File: src/rtl/prbs_randomizer_par.sv
// WiMax PHY data randomizer: DATA_W bits per beat through a 15-stage LFSR,
// valid/ready handshake, registered output, bypass and per-block reseed.
module prbs_randomizer_par #(
  parameter int unsigned           DATA_W     = 8,
  parameter int unsigned           LFSR_LEN   = 15,
  parameter logic [LFSR_LEN-1:0]   TAPS       = 15'h6000,
  parameter int unsigned           BLOCK_BITS = 96
) (
  input  logic                clk,
  input  logic                reset,
  input  logic                load,
  input  logic [LFSR_LEN-1:0] seed,
  input  logic                en,
  input  logic [DATA_W-1:0]   s_data,
  input  logic                s_valid,
  output logic                s_ready,
  output logic [DATA_W-1:0]   m_data,
  output logic                m_valid,
  input  logic                m_ready,
  output logic                m_last
);

  localparam int unsigned       CNT_W    = $clog2(BLOCK_BITS + 1);
  localparam logic [CNT_W-1:0]  LAST_CNT = CNT_W'(BLOCK_BITS - DATA_W);
  localparam logic [CNT_W-1:0]  STEP     = CNT_W'(DATA_W);

  logic [LFSR_LEN-1:0] r;
  logic [LFSR_LEN-1:0] seed_q;
  logic [CNT_W-1:0]    blk_cnt;
  logic [LFSR_LEN-1:0] r_next;
  logic [DATA_W-1:0]   scr;
  logic                fb;
  logic                accept;
  logic                last_beat;

  assign s_ready   = !load && (!m_valid || m_ready);
  assign accept    = s_valid && s_ready;
  assign last_beat = (blk_cnt == LAST_CNT);

  // Serial LFSR unrolled DATA_W times; step k consumes s_data[DATA_W-1-k] (MSB first).
  always_comb begin
    r_next = r;
    scr    = '0;
    fb     = 1'b0;
    for (int unsigned k = 0; k < DATA_W; k++) begin
      fb                  = ^(r_next & TAPS);
      scr[DATA_W-1-k]     = s_data[DATA_W-1-k] ^ fb;
      r_next              = {r_next[LFSR_LEN-2:0], fb};
    end
  end

  always_ff @(posedge clk) begin
    if (reset) begin
      r       <= '0;
      seed_q  <= '0;
      blk_cnt <= '0;
      m_data  <= '0;
      m_valid <= 1'b0;
      m_last  <= 1'b0;
    end else begin
      // load blocks acceptance through s_ready, so it never collides with a reseed
      if (load) begin
        r       <= seed;
        seed_q  <= seed;
        blk_cnt <= '0;
      end
      if (accept) begin
        m_data  <= en ? scr : s_data;
        m_valid <= 1'b1;
        m_last  <= last_beat;
        if (last_beat) begin
          r       <= seed_q;
          blk_cnt <= '0;
        end else begin
          if (en) begin
            r <= r_next;
          end
          blk_cnt <= blk_cnt + STEP;
        end
      end else if (m_ready) begin
        m_valid <= 1'b0;
        m_last  <= 1'b0;
      end
    end
  end

endmodule
File: config.mk
export PLATFORM = sky130hd
export DESIGN_NAME = prbs_randomizer_par
export DESIGN_NICKNAME = d
export VERILOG_FILES = /design/src/rtl/prbs_randomizer_par.sv
export SDC_FILE = /design/constraint.sdc
export NUM_CORES = 1
export LEC_CHECK = 0
export ABC_AREA = 1
export ABC_CLOCK_PERIOD_IN_PS = 2400
export CAP_MARGIN = 5
export CORE_UTILIZATION = 25
export DETAILED_ROUTE_END_ITERATION = 10
export MAX_ROUTING_LAYER = met4
export PLACE_DENSITY = 0.5
export SYNTH_ARGS = -nofsm -noshare
export SYNTH_HDL_FRONTEND = slang
export SYNTH_SLANG_ARGS = --single-unit
File: constraint.sdc
create_clock -name clk -period 2.4 [get_ports clk]
set_input_delay 0.72 -clock clk [delete_from_list [all_inputs] [get_ports clk]]
set_output_delay 0.72 -clock clk [all_outputs]
set_load 0.1 [all_outputs]
Floorplan with the power grid:
Pins as bars on the die edge.
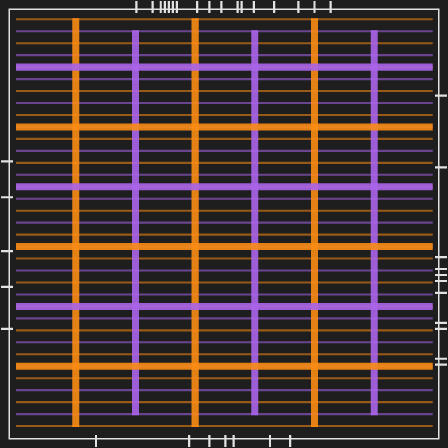
[VSS] orange
[VDD] purple
rows: 34
met5 straps: 6
signal pins: 40
met4 straps: 6
met1 rails: 35
worst IR drop on VDD: 211 uV
DIE WIDTH: 97.3 um
die outline height: 97.3 um
placeable core region: 8760 um^2

==> flow.log <==
[flow] collecting metrics
[metrics] number of max-slew violations in the final report: 0
[metrics] Post-Route Skew: 0.00626 ns
[metrics] CTS resizes: 0
[metrics] setup repair after global routing missed its margin: no
[metrics] Register-to-Register Setup Slack: 1.12 ns
[metrics] final core utilization: 33.4%
[metrics] Slew headroom: 80.1%
[metrics] initial antenna violation count: 0
[metrics] area growth from synthesis to layout: 28.9%
[metrics] yosys synthesis chip area: 2270 um^2
[metrics] run status: completed
[metrics] buffers added on ports: 39
[metrics] insertion delay at the late pin of the worst-skew pair: 0.30 ns
[metrics] clock transition at the register clock pins on the worst setup and hold paths after CTS: 0.09 ns
[metrics] initial core utilization: 25.9%
[metrics] total standard cell area after synthesis: ~2300 um^2
[metrics] R2R Path End: r[13]
[metrics] endpoint required time on the critical path: ~1.7 ns
[metrics] endpoint arrival time on the critical path: 1.59 ns
[metrics] Syn Nets: 391
[metrics] Largest type area fraction: 38.8%
[metrics] DR WL/cell: 12.3 um
[metrics] global-route wire length before repair: 10500 um
[metrics] transition at the pin with the smallest max-transition slack: 0.299 ns
[metrics] hold endpoint: seed_q[10]
[metrics] CTS hold repair buffers: 0
[metrics] maximum number of pins on one net before global-route repair: 27
[metrics] count of fill cells added during filler insertion: 963
[metrics] class of the worst hold path: flip-flop to flip-flop
[metrics] setup TNS: 0 ns
[metrics] flip-flop and latch count after synthesis: approximately 44
[metrics] hold path start: seed_q[10]
[metrics] most area-hungry cell type in the Yosys netlist: sky130_fd_sc_hd__dfxtp_1
[metrics] antenna diode instance count: 0
[metrics] TritonCTS clock tree: built
[metrics] type of element launching the critical path: input pin
[metrics] tool warnings: 26
[metrics] gp weighted congestion: 0.817
[metrics] Maximum Capacitance Violations: 0
[metrics] largest driver fanout on the critical path: 4
[metrics] std cell rows: 34
[metrics] dominant cells by area after synthesis: sky130_fd_sc_hd__dfxtp_1, sky130_fd_sc_hd__nand2_1, sky130_fd_sc_hd__a21oi_1, sky130_fd_sc_hd__inv_1, sky130_fd_sc_hd__nand3_1
[metrics] DRC violations left: 0
[metrics] instance count along the most critical hold path: 2
[metrics] worst hold slack after final layout: ~0.47 ns
[metrics] Critical Setup Path Class: input pin to output pin
[metrics] Tmin final: 2.31 ns
[metrics] portion of the post-synthesis area used by sequential elements: 38.8%
[metrics] via count of the first global-routing pass: around 2200
[metrics] Die Outline Area: 9470 um^2
[metrics] most common library cell in the layout ignoring fill and taps: sky130_fd_sc_hd__nand2_1
[metrics] Max Freq: 433 MHz
[metrics] fraction of layout instances using a drive strength above 1: 9.43%
[metrics] Final WS setup: 0.0884 ns
[metrics] number of detailed-route iterations in the first pass: 4
[metrics] number of setup violations in the final report: 0
[metrics] Num CTS Buffers: 5
[metrics] Ports: 40
[metrics] total number of nets in the final design: 432
[metrics] Pwr per Cell Area: 614 nW/um^2
[metrics] most numerous logic cells after layout: sky130_fd_sc_hd__nand2_1, sky130_fd_sc_hd__dfxtp_1, sky130_fd_sc_hd__inv_1, sky130_fd_sc_hd__clkdlybuf4s50_1, sky130_fd_sc_hd__a21oi_1
[metrics] hold violation count in the final report: 0
[metrics] worst r2r src: blk_cnt[3]
[metrics] worst reg2reg path depth: 8
[metrics] count of different cell masters after synthesis: 19
[metrics] leak pwr: 0.00144 uW
[metrics] Synth Area per Inst: about 6.3 um^2
[metrics] post-route antenna net violation count: 0
[metrics] Yosys Instances: 361
[metrics] Total Routing Usage GR: around 14%
[metrics] crit share post-route: between 90% and 100%
[metrics] gate count after technology mapping: between 300 and 400
[metrics] Pwr Total: 1800 uW
[metrics] number of levels the H-tree was split into: 2
[metrics] aggregate global routing overflow: 0
[metrics] total number of clock tree sinks: 44
[metrics] Final HPWL DP: 4320 um
[metrics] element type at the critical path end: output pin
[metrics] Setup Buffers After CTS: 0
[metrics] DP Worst Slack: 0.0645 ns
[metrics] DR vias/cell: 4.34
[metrics] CTS Root Cell: sky130_fd_sc_hd__clkbuf_8
[metrics] First DRT Iteration DRCs: 103
[metrics] maximum root-to-sink buffer count: 2
[metrics] yosys warning tally: 0
Signal wires on met1:
Supply wires on this layer in gray.
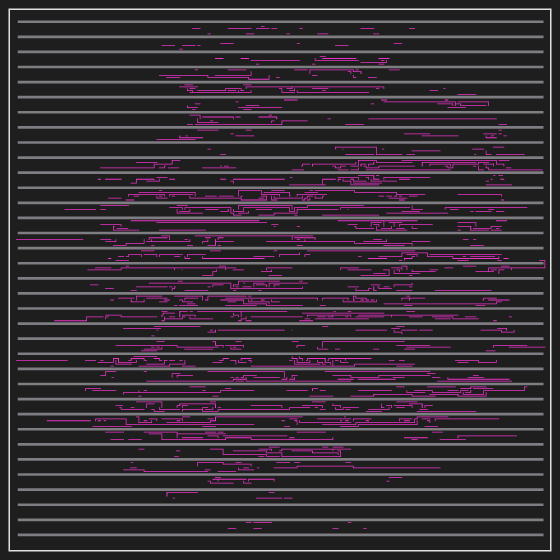
longest straight run: 24.8 um
nets with wire on the layer: 390
main direction: horizontal
wire length on this layer: 2930 um
Vias: 2217
global-route track usage on met1: 17.0%
total wire length after detailed routing: 6270 um

## flip-flops by register name, summed over array words and instances, names as in the netlist
name,flops
seed_q,15
m_last,1
m_valid,1
r,15
blk_cnt,4
m_data,8
## worst max-delay path by stage
stage                     startpoint         end  slack, ns  depth (start not counted)
final                           load     s_ready       0.09                          3
after global routing            load     s_ready       0.02                          3
after CTS                    m_ready     s_ready       0.07                          4
after detailed placement        load  blk_cnt[5]       0.06                          7
after global placement          load     s_ready       0.09                          3
after floorplan                 load     s_ready       0.18                          3
## worst max-delay path: stages
cell and delay, ns:
sky130_fd_sc_hd__clkdlybuf4s50_1 0.52, sky130_fd_sc_hd__nor2_4 0.17, sky130_fd_sc_hd__buf_12 0.18
## cell type report
cell class / count / area (um^2) / share of cell area (%)
Timing Repair Buffer: 51 / 490 / 16.8
Tap cell: 108 / 135 / 4.62
Clock buffer: 6 / 82.6 / 2.82
Multi-Input combinational cell: 265 / 1170 / 39.9
Clock inverter: 2 / 38.8 / 1.32
Sequential cell: 44 / 881 / 30.1
Inverter: 35 / 133 / 4.53
## kinds of logic (layout without fill, tap and decap cells)
logic type,count (synthesis),count (layout),synth area share (%)
AND-OR/OR-AND,40,40,8.87
XOR/XNOR,9,9,3.47
adder cells (fa/ha/maj),1,1,0.551
buffers and inverters,52,94,10.2
flip-flops,44,44,38.8
AND/OR/NAND/NOR,215,215,38.1
## where the power goes
part | internal (uW) | total, uW | switching [uW] | leakage (uW)
registers | 773 | 800 | 26.9 | 0.000362
logic | 137 | 378 | 241 | 0.00102
clock network | 341 | 619 | 278 | 0.0000614
## metal layers
| metal | track usage, % | share of wire, % | vias up |
|---|---|---|---|
| li1 | - | - | 1183 |
| met1 | 17.0 | 47 | 994 |
| met2 | 24.5 | 49 | 33 |
| met3 | 2.81 | 3.3 | 7 |
| met4 | 3.62 | 1.0 | 0 |
| met5 | - | 0 | - |
## synth_stat cells
| master | instances |
|---|---|
| sky130_fd_sc_hd__nand2_1 | 183 |
| sky130_fd_sc_hd__dfxtp_1 | 44 |
| sky130_fd_sc_hd__inv_1 | 33 |
| sky130_fd_sc_hd__a21oi_1 | 27 |
| sky130_fd_sc_hd__nand3_1 | 23 |
| sky130_fd_sc_hd__o21ai_0 | 12 |
| sky130_fd_sc_hd__buf_2 | 10 |
| sky130_fd_sc_hd__xor2_1 | 9 |
| sky130_fd_sc_hd__nor2_1 | 6 |
| sky130_fd_sc_hd__buf_6 | 3 |
| sky130_fd_sc_hd__clkbuf_1 | 2 |
| sky130_fd_sc_hd__nor2_4 | 2 |
| sky130_fd_sc_hd__a31oi_1 | 1 |
| sky130_fd_sc_hd__buf_1 | 1 |
| sky130_fd_sc_hd__clkbuf_2 | 1 |
| sky130_fd_sc_hd__clkinv_2 | 1 |
| sky130_fd_sc_hd__ha_1 | 1 |
| sky130_fd_sc_hd__inv_2 | 1 |
| sky130_fd_sc_hd__nand3_4 | 1 |
## metrics by stage
stage / cells / cell area [um^2]
floorplan: 361 / 2280
global placement: 503 / 2800
detailed placement: 503 / 2800
CTS: 511 / 2930
global route: 511 / 2930
finish: 511 / 2930
Power is estimated from default activity; no workload was simulated.
